==> run_1/cell_classes.png <==
Scale: 4 px per um. Fill, decap, tap and diode cells in grey.
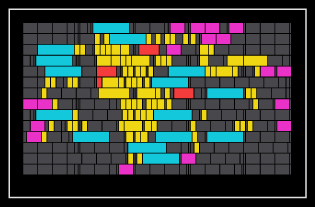
==> run_1/final_clocks.png <==
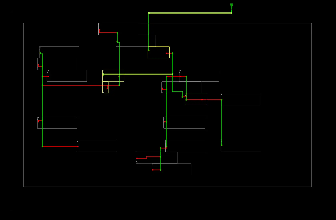
==> run_1/met2.png <==
Scale: 6 px per um.
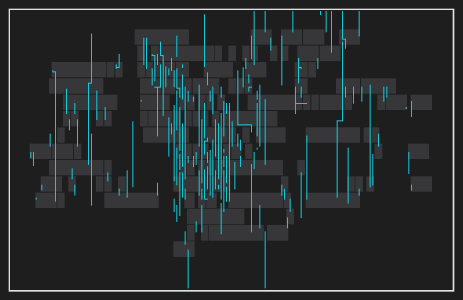
==> run_1/clock_map.png <==
Scale: 6 px per um.
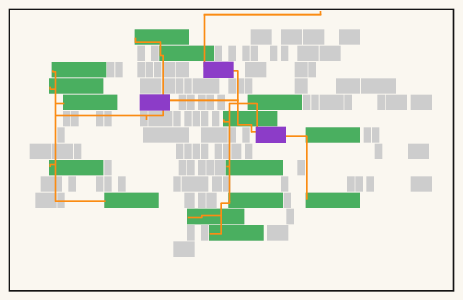
<file path="src/rtl/serial_mag_comp.sv">
// Bit-serial unsigned magnitude comparator.
// Operands are captured on a start handshake and walked MSB first, one bit
// pair per cycle. The first differing bit decides the result immediately;
// equal operands take WIDTH cycles. The result is held until it is consumed.
module serial_mag_comp #(
    parameter int WIDTH = 4
) (
    input  logic             clk,
    input  logic             n_rst,
    input  logic             start_valid,
    output logic             start_ready,
    input  logic [WIDTH-1:0] a,
    input  logic [WIDTH-1:0] b,
    output logic             res_valid,
    input  logic             res_ready,
    output logic             gt,
    output logic             eq,
    output logic             lt,
    output logic             busy
);

    localparam int IDX_W = (WIDTH > 1) ? $clog2(WIDTH) : 1;
    localparam logic [IDX_W-1:0] IDX_MSB = IDX_W'(WIDTH - 1);

    typedef enum logic [1:0] {
        IDLE    = 2'd0,
        COMPARE = 2'd1,
        DONE    = 2'd2
    } state_t;

    state_t           state;
    state_t           state_nxt;
    logic [IDX_W-1:0] idx;
    logic [IDX_W-1:0] idx_nxt;
    logic [WIDTH-1:0] a_q;
    logic [WIDTH-1:0] a_nxt;
    logic [WIDTH-1:0] b_q;
    logic [WIDTH-1:0] b_nxt;
    // Result flags, ordered {gt, eq, lt}; only one is ever set.
    logic [2:0]       flags_q;
    logic [2:0]       flags_nxt;

    logic a_bit;
    logic b_bit;
    logic bit_eq;

    // Bit pair under examination and its per-bit equality.
    assign a_bit  = a_q[idx];
    assign b_bit  = b_q[idx];
    assign bit_eq = (a_bit & b_bit) | (~a_bit & ~b_bit);

    // State, bit index, captured operands and result flags.
    always_ff @(posedge clk or negedge n_rst) begin
        if (!n_rst) begin
            state   <= IDLE;
            idx     <= IDX_MSB;
            a_q     <= '0;
            b_q     <= '0;
            flags_q <= '0;
        end else begin
            state   <= state_nxt;
            idx     <= idx_nxt;
            a_q     <= a_nxt;
            b_q     <= b_nxt;
            flags_q <= flags_nxt;
        end
    end

    // Next-state logic: accept, walk bits MSB first, hold result until taken.
    always_comb begin
        state_nxt = state;
        idx_nxt   = idx;
        a_nxt     = a_q;
        b_nxt     = b_q;
        flags_nxt = flags_q;
        case (state)
            IDLE: begin
                if (start_valid) begin
                    a_nxt     = a;
                    b_nxt     = b;
                    idx_nxt   = IDX_MSB;
                    flags_nxt = '0;
                    state_nxt = COMPARE;
                end
            end
            COMPARE: begin
                if (!bit_eq) begin
                    // First differing bit settles the order: whichever side has the 1 is larger.
                    flags_nxt = {a_bit, 1'b0, b_bit};
                    state_nxt = DONE;
                end else if (idx == '0) begin
                    flags_nxt = 3'b010;
                    state_nxt = DONE;
                end else begin
                    idx_nxt = idx - IDX_W'(1);
                end
            end
            DONE: begin
                if (res_ready) begin
                    flags_nxt = '0;
                    state_nxt = IDLE;
                end
            end
            default: begin
                state_nxt = IDLE;
            end
        endcase
    end

    // Outputs decoded from state; flags are gated so they only show in DONE.
    assign start_ready = (state == IDLE);
    assign busy        = (state == COMPARE);
    assign res_valid   = (state == DONE);
    assign gt          = res_valid & flags_q[2];
    assign eq          = res_valid & flags_q[1];
    assign lt          = res_valid & flags_q[0];

endmodule

</file>
<file path="config.mk">
export PLATFORM = sky130hd
export DESIGN_NAME = serial_mag_comp
export DESIGN_NICKNAME = d
export VERILOG_FILES = /design/src/rtl/serial_mag_comp.sv
export SDC_FILE = /design/constraint.sdc
export NUM_CORES = 1
export LEC_CHECK = 0
export ABC_AREA = 1
export CAP_MARGIN = 5
export CORE_ASPECT_RATIO = 0.6
export CORE_MARGIN = 3
export CORE_UTILIZATION = 30
export DETAILED_ROUTE_END_ITERATION = 10
export GPL_ROUTABILITY_DRIVEN = 1
export PLACE_DENSITY_LB_ADDON = 0.3
export REMOVE_ABC_BUFFERS = 1
export SLEW_MARGIN = 30
export SYNTH_ARGS = -nofsm -noshare
export SYNTH_HDL_FRONTEND = slang
export SYNTH_SLANG_ARGS = --single-unit
</file>
<file path="constraint.sdc">
create_clock -name clk -period 2.7 [get_ports clk]
set_input_delay 0.27 -clock clk [delete_from_list [all_inputs] [get_ports clk]]
set_output_delay 0.27 -clock clk [all_outputs]
set_load 0.02 [all_outputs]
</file>
==> run summary, run 1 <==
DRT met1 WL - 995 um
Adder Share, Synth - 4.54%
FFs w/ async S/R, synth - 100%
pin count of the biggest net entering global routing - 16
outcome - complete, no violations
aoi share - 2.57%
Layout Utilization - 42.3%
met3 WL post-DR - 96 um
dpl ws - 0.902 ns
NumNets Final - 144
Clk network pwr share - 14.5%
HP Class - primary input to asynchronous set/reset pin
via/cell ratio - 4.31
comb area leader - simple AND/OR/NAND/NOR gates
Largest cell class - multi-input combinational cells
invs w/o clock - 18
Largest Pwr Group - combinational logic
share of layout cells above drive strength 1 - 12.5%
tally of OpenROAD warnings - 26
Final ANT Viol Nets - 0
Logic pwr share - 51.1%
DRC - 0
metal2 WL - 697 um
RD Place Congestion - 0.848
setup ws final - 0.732 ns
Post-CTS Hold Buffers - 0
fill count - 244
DP Area - 1040 sq um
commonest cells in the netlist - 46 x nand2_1, 15 x inv_1, 13 x dfrtp_1
register share of the cell area - 34.9%
syn avg cell area - 7.73 sq um
crit end category - output pin
worst rel slew slack - 54.3%
CP required - 2.43 ns
largest registers - a_q: 4 flops, b_q: 4 flops, flags_q: 3 flops
worst setup path end - lt
Back to the opening pictures, cell_classes.png:
Cyan marks flip-flops, cells 15, share of their area 36%. Red marks clock drivers and dummy loads, cells 4, share of their area 4.3%. Magenta marks other buffers and delay cells, cells 17, share of their area 16%. Yellow marks all other logic, cells 92, share of their area 43%.
design area: 1080 sq um
CORE AREA: 2560 sq um

Back to the opening pictures, final_clocks.png:
CLK BUF: 4
Clock Skews: 0.00252 ns
clk pwr: 179 uW
flop count: 15
Skew-Pair Late Insertion Delay: 0.24 ns

Back to the opening pictures, met2.png:
The layer carries 698 um of wire. 104 nets have wire on it. The layer holds 39% of the routed length.
vias: 689
met2 Track Usage GR: 13.9%
Routed WL: 1790 um

Back to the opening pictures, clock_map.png:
Orange marks clock wires, length 192 um. Purple marks cells driving clock nets, count 3. Green marks flip-flops, count 15.
There are 4 routed clock nets.

--- run 2 (diff from run 1) ---
clock period = 1.7 ns   (was 2.7 ns; I/O delays follow)
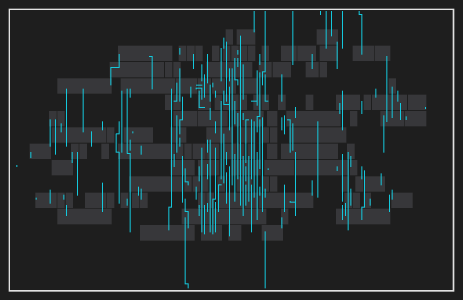
(run_2/met2.png)
Scale: 6 px per um.
The wires run mostly vertical. 107 nets have wire on it.

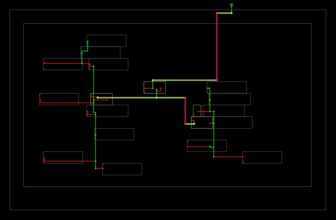
(run_2/final_clocks.png)
clk pwr: 282 uW
Skew-Pair Late Insertion Delay: 0.25 ns
CTS sink cnt: 15
Clock Skews: 0.00937 ns
CLK BUF: 3

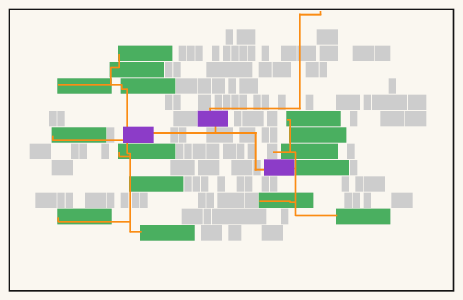
(run_2/clock_map.png)
Scale: 6 px per um.
Orange marks clock wires, length 184 um. Green marks flip-flops, count 15. Purple marks cells driving clock nets, count 3.
There are 4 routed clock nets.

==> run summary, run 2 <==
outcome - complete, no violations
Final ANT Viol Nets - 0 (unchanged)
met3 WL post-DR - 92 um (-4.2%)
FFs w/ async S/R, synth - 100% (unchanged)
commonest cells in the netlist - 46 x nand2_1, 15 x inv_1, 13 x dfrtp_1
Post-CTS Hold Buffers - 0 (unchanged)
DRT met1 WL - 963 um (-3.2%)
aoi share - 2.57% (unchanged)
DRC - 0 (unchanged)
comb area leader - simple AND/OR/NAND/NOR gates
largest registers - a_q: 4 flops, b_q: 4 flops, flags_q: 3 flops
dpl ws - -0.0268 ns (-0.929 ns)
Layout Utilization - 45.2% (+2.9 points)
RD Place Congestion - 0.805 (-5.1%)
share of layout cells above drive strength 1 - 25.0% (+13 points)
syn avg cell area - 7.73 sq um (unchanged)
DP Area - 1060 sq um (+2.2%)
worst rel slew slack - 85.8% (+31 points)
worst setup path end - idx[0]
CP required - 1.88 ns (-0.55 ns)
Logic pwr share - 54.8% (+3.7 points)
design area - 1160 sq um (+6.8%)
setup ws final - 0.0352 ns (-0.696 ns)
via/cell ratio - 4.29 (-0.46%)
Adder Share, Synth - 4.54% (unchanged)
Clk network pwr share - 13.2% (-1.3 points)
metal2 WL - 783 um (+12%)
Largest Pwr Group - combinational logic
invs w/o clock - 18 (unchanged)
tally of OpenROAD warnings - 27 (+3.8%)
met2 Track Usage GR - 15.8% (+1.9 points)
Largest cell class - multi-input combinational cells
HP Class - primary input to asynchronous set/reset pin
register share of the cell area - 32.8% (-2.1 points)
top cell family by delay on the critical path - simple AND/OR/NAND/NOR gates
NumNets Final - 148 (+2.8%)
flop count - 15 (unchanged)
vias - 703 (+2.0%)
crit end category - register
pin count of the biggest net entering global routing - 16 (unchanged)
CORE AREA - 2560 sq um (unchanged)
DRT iter0 DRCs - 22
PwrDens - 1850 nW/um^2
--- run 3 (diff from run 2) ---
GPL_TIMING_DRIVEN = 0   (was not set)
SLEW_MARGIN = 20   (was 30)
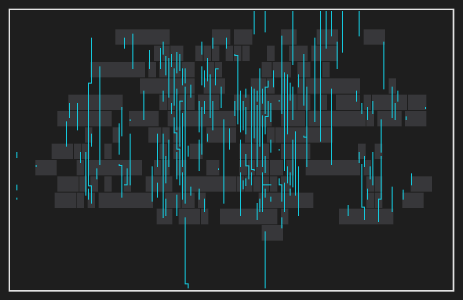
(run_3/met2.png)
Scale: 6 px per um.
The wires run mostly vertical. The layer holds 43% of the routed length. 110 nets have wire on it.

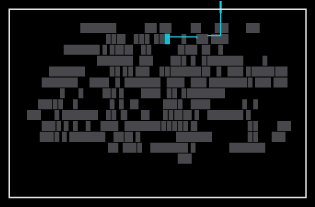
(run_3/port_nets.png)
Scale: 4 px per um.
Cyan marks `lt`, bits 1, direction output, edge north, end cells 1, buffers 1, wire 17.5 um.
# IOs: 18
I/O Buffers: 17

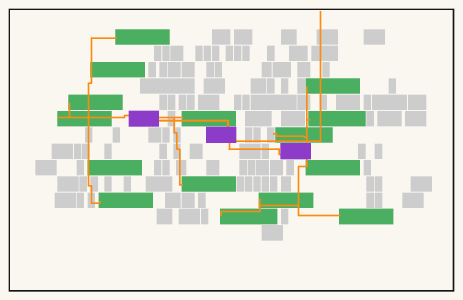
(run_3/clock_map.png)
Scale: 6 px per um.
Orange marks clock wires, length 195 um. Purple marks cells driving clock nets, count 3. Green marks flip-flops, count 15.
There are 4 routed clock nets.
clk pwr: 280 uW
Skew-Pair Late Insertion Delay: 0.24 ns
Clock Skews: 0.00233 ns

==> run summary, run 3 <==
outcome - complete, no violations
first-pass GRT wire length - 2970 um
invs w/o clock - 18 (unchanged)
FP Rows - 14
metal2 WL - 787 um (+0.51%)
Setup CP Type - register to register
CLK BUF - 4 (+1)
met2 Track Usage GR - 14.8% (-1.1 points)
FFs w/ async S/R, synth - 100% (unchanged)
DIE AREA - 3440 sq um
PwrDens - 1890 nW/um^2 (+2.1%)
aoi share - 2.57% (unchanged)
top cell family by delay on the critical path - flip-flops
CTS sink cnt - 15 (unchanged)
Post-CTS Hold Buffers - 0 (unchanged)
CP required - 1.87 ns (about the same)
largest registers - a_q: 4 flops, b_q: 4 flops, flags_q: 3 flops
via/cell ratio - 4.37 (+2.0%)
worst setup path end - idx[1]
wire length per cell - 11.1 um
commonest cells in the netlist - 46 x nand2_1, 15 x inv_1, 13 x dfrtp_1
Sw Ratio - 44.0%
vias - 717 (+2.0%)
DP Area - 1040 sq um (-2.1%)
Largest Pwr Group - combinational logic
Layout Utilization - 44.9% (-0.34 points)
DRT met1 WL - 957 um (-0.62%)
syn avg cell area - 7.73 sq um (unchanged)
pin count of the biggest net entering global routing - 16 (unchanged)
Adder Share, Synth - 4.54% (unchanged)
Slew Viols, Final - 0
Clk network pwr share - 12.9% (-0.3 points)
Largest cell class - multi-input combinational cells
Non-clock buffers, area share - 17.1%
NumNets Final - 148 (unchanged)
HP Class - primary input to asynchronous set/reset pin
Worst path max stage delay - 0.60 ns
comb area leader - simple AND/OR/NAND/NOR gates
top-count cell post-synth - nand2_1
worst rel slew slack - 55.5% (-30 points)
share of layout cells above drive strength 1 - 23.5% (-1.5 points)
CORE AREA - 2560 sq um (unchanged)
DRT iter0 DRCs - 60 (+170%)
count of cell types in the netlist - 17
area growth from synthesis to layout - 38.7%
Synth Flop Type - dfrtp_1
Logic pwr share - 55.8% (+1.0 points)
crit end category - register
crit path buf inv count - 2
Routed WL - 1830 um
dpl ws - -0.109 ns (-0.0824 ns)
DRC - 0 (unchanged)
tally of OpenROAD warnings - 27 (unchanged)
Final ANT Viol Nets - 0 (unchanged)
flop count - 15 (unchanged)
RD Place Congestion - 0.787 (-2.2%)
setup ws final - 0.0278 ns (-0.00744 ns)
met3 WL post-DR - 83 um (-9.8%)
Power and IR drop assume default switching activity.
